===== config.mk =====
export PLATFORM = sky130hd
export DESIGN_NAME = fib_flat
export DESIGN_NICKNAME = d
export VERILOG_FILES = /design/src/rtl/fib_if.sv /design/src/rtl/fib.sv /design/src/flat_wrapper.sv
export SDC_FILE = /design/constraint.sdc
export NUM_CORES = 2
export LEC_CHECK = 0
export ABC_CLOCK_PERIOD_IN_PS = 8200
export CAP_MARGIN = 20
export CORE_ASPECT_RATIO = 1.1
export CORE_MARGIN = 8
export CORE_UTILIZATION = 63
export CTS_BUF_LIST = sky130_fd_sc_hd__clkbuf_4 sky130_fd_sc_hd__clkbuf_8 sky130_fd_sc_hd__clkbuf_16
export DETAILED_ROUTE_END_ITERATION = 12
export PLACE_DENSITY_LB_ADDON = 0.25
export RECOVER_POWER = 50
export SETUP_SLACK_MARGIN = 0.3
export SYNTH_ARGS = -nofsm -noshare
export SYNTH_HDL_FRONTEND = slang
export SYNTH_SLANG_ARGS = --single-unit

===== constraint.sdc =====
create_clock -name clk -period 8.2 [get_ports clk]
set_clock_uncertainty 0.1 [all_clocks]
set_input_delay 2.05 -clock clk [delete_from_list [all_inputs] [get_ports clk]]
set_output_delay 2.05 -clock clk [all_outputs]
set_load 0.02 [all_outputs]

===== src/rtl/fib_if.sv =====
// Signal bundle between the FIB and its neighbours (PIT and network-side data interface).
//   slave  : FIB side    - takes interests, data names, payload and PIT decisions;
//                          drives offers, payload bytes and lookup results.
//   master : neighbour side, the mirror image of slave.
interface fib_if;
    logic [63:0] pit_in_prefix;
    logic [5:0]  pit_in_len;
    logic        fib_out_bit;
    logic        start_send_to_pit;
    logic        rejected;
    logic [63:0] data_in_prefix;
    logic [5:0]  data_in_len;
    logic        data_ready;
    logic [7:0]  data_in;
    logic [63:0] pit_out_prefix;
    logic [5:0]  pit_out_len;
    logic        prefix_ready;
    logic [7:0]  out_data;
    logic [63:0] longest_matching_prefix;
    logic [5:0]  longest_matching_prefix_len;
    logic        ready_for_data;
    logic        clk_out;

    modport slave (
        input  pit_in_prefix, pit_in_len, fib_out_bit, start_send_to_pit, rejected,
               data_in_prefix, data_in_len, data_ready, data_in,
        output pit_out_prefix, pit_out_len, prefix_ready, out_data,
               longest_matching_prefix, longest_matching_prefix_len, ready_for_data, clk_out
    );

    modport master (
        output pit_in_prefix, pit_in_len, fib_out_bit, start_send_to_pit, rejected,
               data_in_prefix, data_in_len, data_ready, data_in,
        input  pit_out_prefix, pit_out_len, prefix_ready, out_data,
               longest_matching_prefix, longest_matching_prefix_len, ready_for_data, clk_out
    );
endinterface


===== src/rtl/fib.sv =====
// Forwarding Information Base: learns prefixes from outgoing interests, reports the
// longest matching route, filters incoming data against the table, offers hits to the
// PIT and streams PAYLOAD_BYTES payload bytes when the PIT accepts.
//   clk  : system clock, rising edge
//   rst  : synchronous active-high reset
//   bus  : fib_if.slave (interest/data requests in, PIT offer, payload and results out)
module fib #(
    parameter int unsigned DEPTH         = 8,
    parameter int unsigned PAYLOAD_BYTES = 8
) (
    input  logic clk,
    input  logic rst,
    fib_if.slave bus
);
    localparam int unsigned NAME_W = 64;
    localparam int unsigned LEN_W  = 6;
    localparam int unsigned BYTE_W = 8;
    localparam int unsigned IDX_W  = (DEPTH > 1) ? $clog2(DEPTH) : 1;
    localparam int unsigned SCAN_W = $clog2(DEPTH + 1);
    localparam int unsigned CNT_W  = $clog2(PAYLOAD_BYTES + 1);

    typedef enum logic [2:0] {
        IDLE       = 3'd0,
        OUT_SEARCH = 3'd1,
        IN_SEARCH  = 3'd2,
        WAIT_PIT   = 3'd3,
        STREAM     = 3'd4
    } state_t;

    typedef struct packed {
        logic              valid;
        logic [NAME_W-1:0] prefix;
        logic [LEN_W-1:0]  len;
    } entry_t;

    state_t            state_q, state_d;
    entry_t            tbl_q [DEPTH];
    entry_t            tbl_d [DEPTH];
    logic [NAME_W-1:0] key_prefix_q, key_prefix_d;
    logic [LEN_W-1:0]  key_len_q, key_len_d;
    logic [SCAN_W-1:0] scan_q, scan_d;
    logic              found_q, found_d;
    logic [NAME_W-1:0] best_prefix_q, best_prefix_d;
    logic [LEN_W-1:0]  best_len_q, best_len_d;
    logic [IDX_W-1:0]  rr_q, rr_d;
    logic [CNT_W-1:0]  byte_cnt_q, byte_cnt_d;

    logic [NAME_W-1:0] pit_out_prefix_q, pit_out_prefix_d;
    logic [LEN_W-1:0]  pit_out_len_q, pit_out_len_d;
    logic              prefix_ready_q, prefix_ready_d;
    logic [BYTE_W-1:0] out_data_q, out_data_d;
    logic [NAME_W-1:0] lmp_q, lmp_d;
    logic [LEN_W-1:0]  lmp_len_q, lmp_len_d;
    logic              ready_q, ready_d;
    logic              clk_out_q, clk_out_d;

    entry_t            cur_c;
    logic [NAME_W-1:0] mask_c;
    logic              hit_c;
    logic              free_found_c;
    logic [IDX_W-1:0]  free_idx_c;
    logic [IDX_W-1:0]  wr_idx_c;

    // Entry under the scan pointer matched against the latched name; mask keeps the top len bits.
    always_comb begin
        cur_c  = tbl_q[IDX_W'(scan_q)];
        mask_c = ~({NAME_W{1'b1}} >> cur_c.len);
        hit_c  = cur_c.valid && (cur_c.len <= key_len_q) &&
                 (((cur_c.prefix ^ key_prefix_q) & mask_c) == '0);
    end

    // Insertion slot: lowest invalid entry, else the round-robin victim.
    always_comb begin
        free_found_c = 1'b0;
        free_idx_c   = '0;
        for (int i = int'(DEPTH) - 1; i >= 0; i--) begin
            if (!tbl_q[i].valid) begin
                free_found_c = 1'b1;
                free_idx_c   = IDX_W'(i);
            end
        end
        wr_idx_c = free_found_c ? free_idx_c : rr_q;
    end

    // Next-state and output logic.
    always_comb begin
        state_d          = state_q;
        tbl_d            = tbl_q;
        key_prefix_d     = key_prefix_q;
        key_len_d        = key_len_q;
        scan_d           = scan_q;
        found_d          = found_q;
        best_prefix_d    = best_prefix_q;
        best_len_d       = best_len_q;
        rr_d             = rr_q;
        byte_cnt_d       = byte_cnt_q;
        pit_out_prefix_d = pit_out_prefix_q;
        pit_out_len_d    = pit_out_len_q;
        prefix_ready_d   = prefix_ready_q;
        out_data_d       = out_data_q;
        lmp_d            = lmp_q;
        lmp_len_d        = lmp_len_q;
        clk_out_d        = 1'b0;

        case (state_q)
            IDLE: begin
                scan_d        = '0;
                found_d       = 1'b0;
                best_prefix_d = '0;
                best_len_d    = '0;
                if (bus.fib_out_bit) begin
                    key_prefix_d = bus.pit_in_prefix;
                    key_len_d    = bus.pit_in_len;
                    state_d      = OUT_SEARCH;
                end else if (bus.data_ready) begin
                    key_prefix_d = bus.data_in_prefix;
                    key_len_d    = bus.data_in_len;
                    state_d      = IN_SEARCH;
                end
            end

            OUT_SEARCH, IN_SEARCH: begin
                if (scan_q != SCAN_W'(DEPTH)) begin
                    // Strictly longer wins, so on equal length the lower index is kept.
                    if (hit_c && (!found_q || (cur_c.len > best_len_q))) begin
                        found_d       = 1'b1;
                        best_prefix_d = cur_c.prefix;
                        best_len_d    = cur_c.len;
                    end
                    scan_d = scan_q + SCAN_W'(1);
                end else if (state_q == OUT_SEARCH) begin
                    state_d = IDLE;
                    if (found_q) begin
                        lmp_d     = best_prefix_q;
                        lmp_len_d = best_len_q;
                    end else begin
                        tbl_d[wr_idx_c].valid  = 1'b1;
                        tbl_d[wr_idx_c].prefix = key_prefix_q;
                        tbl_d[wr_idx_c].len    = key_len_q;
                        lmp_d                  = key_prefix_q;
                        lmp_len_d              = key_len_q;
                        if (!free_found_c) begin
                            rr_d = rr_q + IDX_W'(1);
                        end
                    end
                end else begin
                    if (found_q) begin
                        pit_out_prefix_d = key_prefix_q;
                        pit_out_len_d    = key_len_q;
                        prefix_ready_d   = 1'b1;
                        state_d          = WAIT_PIT;
                    end else begin
                        state_d = IDLE;
                    end
                end
            end

            WAIT_PIT: begin
                if (bus.rejected) begin
                    prefix_ready_d = 1'b0;
                    state_d        = IDLE;
                end else if (bus.start_send_to_pit) begin
                    // First payload byte is captured on the accept edge itself.
                    prefix_ready_d = 1'b0;
                    out_data_d     = bus.data_in;
                    clk_out_d      = 1'b1;
                    byte_cnt_d     = CNT_W'(1);
                    state_d        = STREAM;
                end
            end

            STREAM: begin
                if (byte_cnt_q == CNT_W'(PAYLOAD_BYTES)) begin
                    state_d = IDLE;
                end else begin
                    out_data_d = bus.data_in;
                    clk_out_d  = 1'b1;
                    byte_cnt_d = byte_cnt_q + CNT_W'(1);
                end
            end

            default: state_d = IDLE;
        endcase

        ready_d = (state_d == IDLE);
    end

    // State and output registers.
    always_ff @(posedge clk) begin
        if (rst) begin
            state_q          <= IDLE;
            for (int i = 0; i < int'(DEPTH); i++) begin
                tbl_q[i] <= '0;
            end
            key_prefix_q     <= '0;
            key_len_q        <= '0;
            scan_q           <= '0;
            found_q          <= 1'b0;
            best_prefix_q    <= '0;
            best_len_q       <= '0;
            rr_q             <= '0;
            byte_cnt_q       <= '0;
            pit_out_prefix_q <= '0;
            pit_out_len_q    <= '0;
            prefix_ready_q   <= 1'b0;
            out_data_q       <= '0;
            lmp_q            <= '0;
            lmp_len_q        <= '0;
            ready_q          <= 1'b1;
            clk_out_q        <= 1'b0;
        end else begin
            state_q          <= state_d;
            tbl_q            <= tbl_d;
            key_prefix_q     <= key_prefix_d;
            key_len_q        <= key_len_d;
            scan_q           <= scan_d;
            found_q          <= found_d;
            best_prefix_q    <= best_prefix_d;
            best_len_q       <= best_len_d;
            rr_q             <= rr_d;
            byte_cnt_q       <= byte_cnt_d;
            pit_out_prefix_q <= pit_out_prefix_d;
            pit_out_len_q    <= pit_out_len_d;
            prefix_ready_q   <= prefix_ready_d;
            out_data_q       <= out_data_d;
            lmp_q            <= lmp_d;
            lmp_len_q        <= lmp_len_d;
            ready_q          <= ready_d;
            clk_out_q        <= clk_out_d;
        end
    end

    assign bus.pit_out_prefix              = pit_out_prefix_q;
    assign bus.pit_out_len                 = pit_out_len_q;
    assign bus.prefix_ready                = prefix_ready_q;
    assign bus.out_data                    = out_data_q;
    assign bus.longest_matching_prefix     = lmp_q;
    assign bus.longest_matching_prefix_len = lmp_len_q;
    assign bus.ready_for_data              = ready_q;
    assign bus.clk_out                     = clk_out_q;
endmodule


===== src/flat_wrapper.sv =====
// flat-port wrapper written by rule: the top's interface ports become plain ports
module fib_flat 
#(
    parameter int unsigned DEPTH         = 8,
    parameter int unsigned PAYLOAD_BYTES = 8
)
  (clk, rst, bus_pit_in_prefix, bus_pit_in_len, bus_fib_out_bit, bus_start_send_to_pit, bus_rejected, bus_data_in_prefix, bus_data_in_len, bus_data_ready, bus_data_in, bus_pit_out_prefix, bus_pit_out_len, bus_prefix_ready, bus_out_data, bus_longest_matching_prefix, bus_longest_matching_prefix_len, bus_ready_for_data, bus_clk_out);
  fib_if bus_i ();
  input  logic clk;
  input  logic rst;
  input wire logic [$bits(bus_i.pit_in_prefix)-1:0] bus_pit_in_prefix;
  input wire logic [$bits(bus_i.pit_in_len)-1:0] bus_pit_in_len;
  input wire logic [$bits(bus_i.fib_out_bit)-1:0] bus_fib_out_bit;
  input wire logic [$bits(bus_i.start_send_to_pit)-1:0] bus_start_send_to_pit;
  input wire logic [$bits(bus_i.rejected)-1:0] bus_rejected;
  input wire logic [$bits(bus_i.data_in_prefix)-1:0] bus_data_in_prefix;
  input wire logic [$bits(bus_i.data_in_len)-1:0] bus_data_in_len;
  input wire logic [$bits(bus_i.data_ready)-1:0] bus_data_ready;
  input wire logic [$bits(bus_i.data_in)-1:0] bus_data_in;
  output wire logic [$bits(bus_i.pit_out_prefix)-1:0] bus_pit_out_prefix;
  output wire logic [$bits(bus_i.pit_out_len)-1:0] bus_pit_out_len;
  output wire logic [$bits(bus_i.prefix_ready)-1:0] bus_prefix_ready;
  output wire logic [$bits(bus_i.out_data)-1:0] bus_out_data;
  output wire logic [$bits(bus_i.longest_matching_prefix)-1:0] bus_longest_matching_prefix;
  output wire logic [$bits(bus_i.longest_matching_prefix_len)-1:0] bus_longest_matching_prefix_len;
  output wire logic [$bits(bus_i.ready_for_data)-1:0] bus_ready_for_data;
  output wire logic [$bits(bus_i.clk_out)-1:0] bus_clk_out;
  assign bus_i.pit_in_prefix = bus_pit_in_prefix;
  assign bus_i.pit_in_len = bus_pit_in_len;
  assign bus_i.fib_out_bit = bus_fib_out_bit;
  assign bus_i.start_send_to_pit = bus_start_send_to_pit;
  assign bus_i.rejected = bus_rejected;
  assign bus_i.data_in_prefix = bus_data_in_prefix;
  assign bus_i.data_in_len = bus_data_in_len;
  assign bus_i.data_ready = bus_data_ready;
  assign bus_i.data_in = bus_data_in;
  assign bus_pit_out_prefix = bus_i.pit_out_prefix;
  assign bus_pit_out_len = bus_i.pit_out_len;
  assign bus_prefix_ready = bus_i.prefix_ready;
  assign bus_out_data = bus_i.out_data;
  assign bus_longest_matching_prefix = bus_i.longest_matching_prefix;
  assign bus_longest_matching_prefix_len = bus_i.longest_matching_prefix_len;
  assign bus_ready_for_data = bus_i.ready_for_data;
  assign bus_clk_out = bus_i.clk_out;
  fib #(.DEPTH(DEPTH), .PAYLOAD_BYTES(PAYLOAD_BYTES)) u_core (.clk(clk), .rst(rst), .bus(bus_i));
endmodule

==> flow_summary.json <==
{
  "status": "finished, violations left",
  "cts_hold_buffers": 0,
  "log.warning_count": 38,
  "clockRootBuffer": "sky130_fd_sc_hd__clkbuf_16",
  "powerDensity_nw_per_um2": 207,
  "enable_flop_cells": 0,
  "cellInternalPower_uw": 6980,
  "dr.pass1.iters": 8,
  "area_fraction_in_compound_gates_pct": 16.1,
  "failed_checks": "max-capacitance violations, max-slew violations",
  "postSynthRegisterBits": 874,
  "p_total_uw": 9270,
  "final_max_slew_viol_count": 692,
  "nets": 4914,
  "top_layer": "met5",
  "area_growth_syn_to_layout_pct": 14.7,
  "max-slew-margin-rel_pct": -178,
  "holdCritStartpoint": "u_core.bus.pit_out_prefix[56]",
  "wl_met1_um": 49300,
  "drc": 0,
  "avgSynthCellArea_um2": 8.21,
  "top_layout_cells": "sky130_fd_sc_hd__nand2_1, sky130_fd_sc_hd__dfxtp_1, sky130_fd_sc_hd__a21oi_1",
  "grtUsageMet2_pct": 55.0,
  "critPathSlowestCell": "sky130_fd_sc_hd__nand2_1",
  "p_comb_uw": 635,
  "final-seq-area_um2": 17500,
  "reg2reg_depth": 13,
  "cts_setup_buffers": 0,
  "detail_route.iter0.violations": 4938,
  "power_leakage_uw": 0.0150,
  "fmax_ghz": 0.154,
  "fraction_of_layout_instances_using_a_drive_strength_above_1_pct": 7.61,
  "place.port_buffers": 304,
  "timing.max_cap.violations": 12,
  "synthSimpleGateAreaFrac_pct": 19.1,
  "worstHoldPathType": "reg -> reg",
  "cp_data_arrival_time_ns": 6.95,
  "synth_stat.cells": 4747,
  "placement_row_count": 95,
  "tritoncts": "done"
}
==> stage by stage <==
| step | cell area (um2) | std cells | setup WS [ns] |
|---|---|---|---|
| 4_1_cts | 44800 | 5629 | 2.53 |
| 5_1_grt | 44700 | 5632 | 1.17 |
| 6_report | 44700 | 5632 | 1.70 |
| 2_1_floorplan | 39000 | 4747 | 3.96 |
| 3_3_place_gp | 41800 | 5478 | 2.65 |
| 3_5_place_dp | 41800 | 5478 | 2.58 |
==> area by class of cell <==
class | instances | share of cell area, %
Timing Repair Buffer | 364 | 7.86
Multi-Input combinational cell | 3392 | 43.8
Inverter | 27 | 0.227
Sequential cell | 874 | 39.2
Tap cell | 824 | 2.31
Clock buffer | 118 | 5.67
Clock inverter | 33 | 0.943
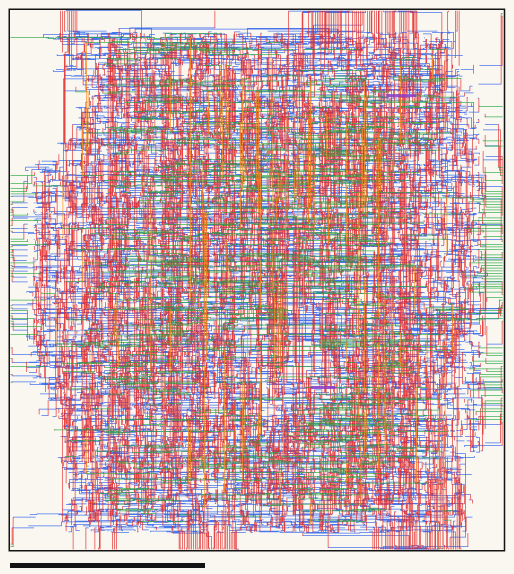
Figure 1: wiring by layer.
Scale bar: 100 um.
legend:
  metal 5:
    color: purple
    wire_length: 24.8 um
  metal 3:
    color: green
    wire_length: 15,700 um
  metal 4:
    color: orange
    wire_length: 5,710 um
  metal 1:
    color: blue
    wire_length: 49.3 mm
  metal 2:
    color: red
    wire_length: 58.1 mm
GRT Resource Usage Total: 35.2%
vias after detailed routing: 35.7k
routed wire length: 129,000 um

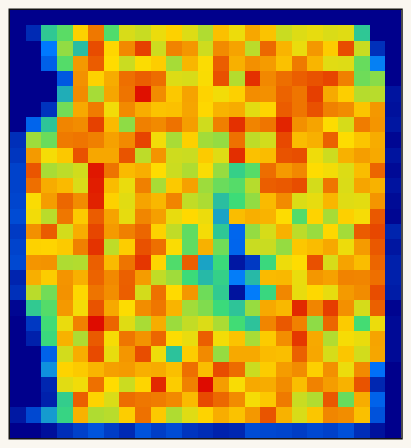
Figure 2: local utilization.
The die is cut into 25 by 28 equal tiles; dark blue is low, red is high, 0 to 100% covered.
nearly empty tiles: 9.3%
fullest tile: 99%
mean over tiles: 62%
tiles over 75% full: 50%
Initial Util: 63.8%
post-route core utilization: 73.2%
placeable core region: 61,100 um2

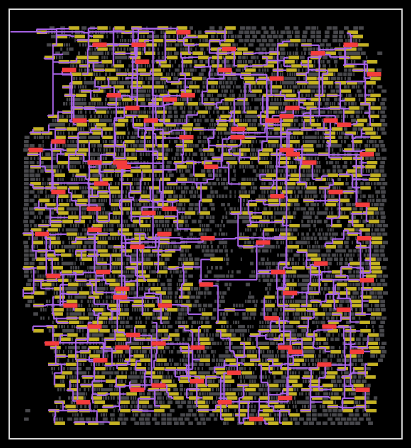
Figure 3: clock distribution.
legend:
  clock drivers:
    color: red
    count: 84
  flip-flops:
    color: yellow
    count: 874
  clock wires:
    color: purple
    length: 9,650 um
routed clock nets: 85
flops lie: all over the die
clock group share of total power: 44.7%
Clk power: 4140 uW
Clock Latency Late Sink: 0.64 ns

No activity file was given, so power comes from the tool's default toggle rates.
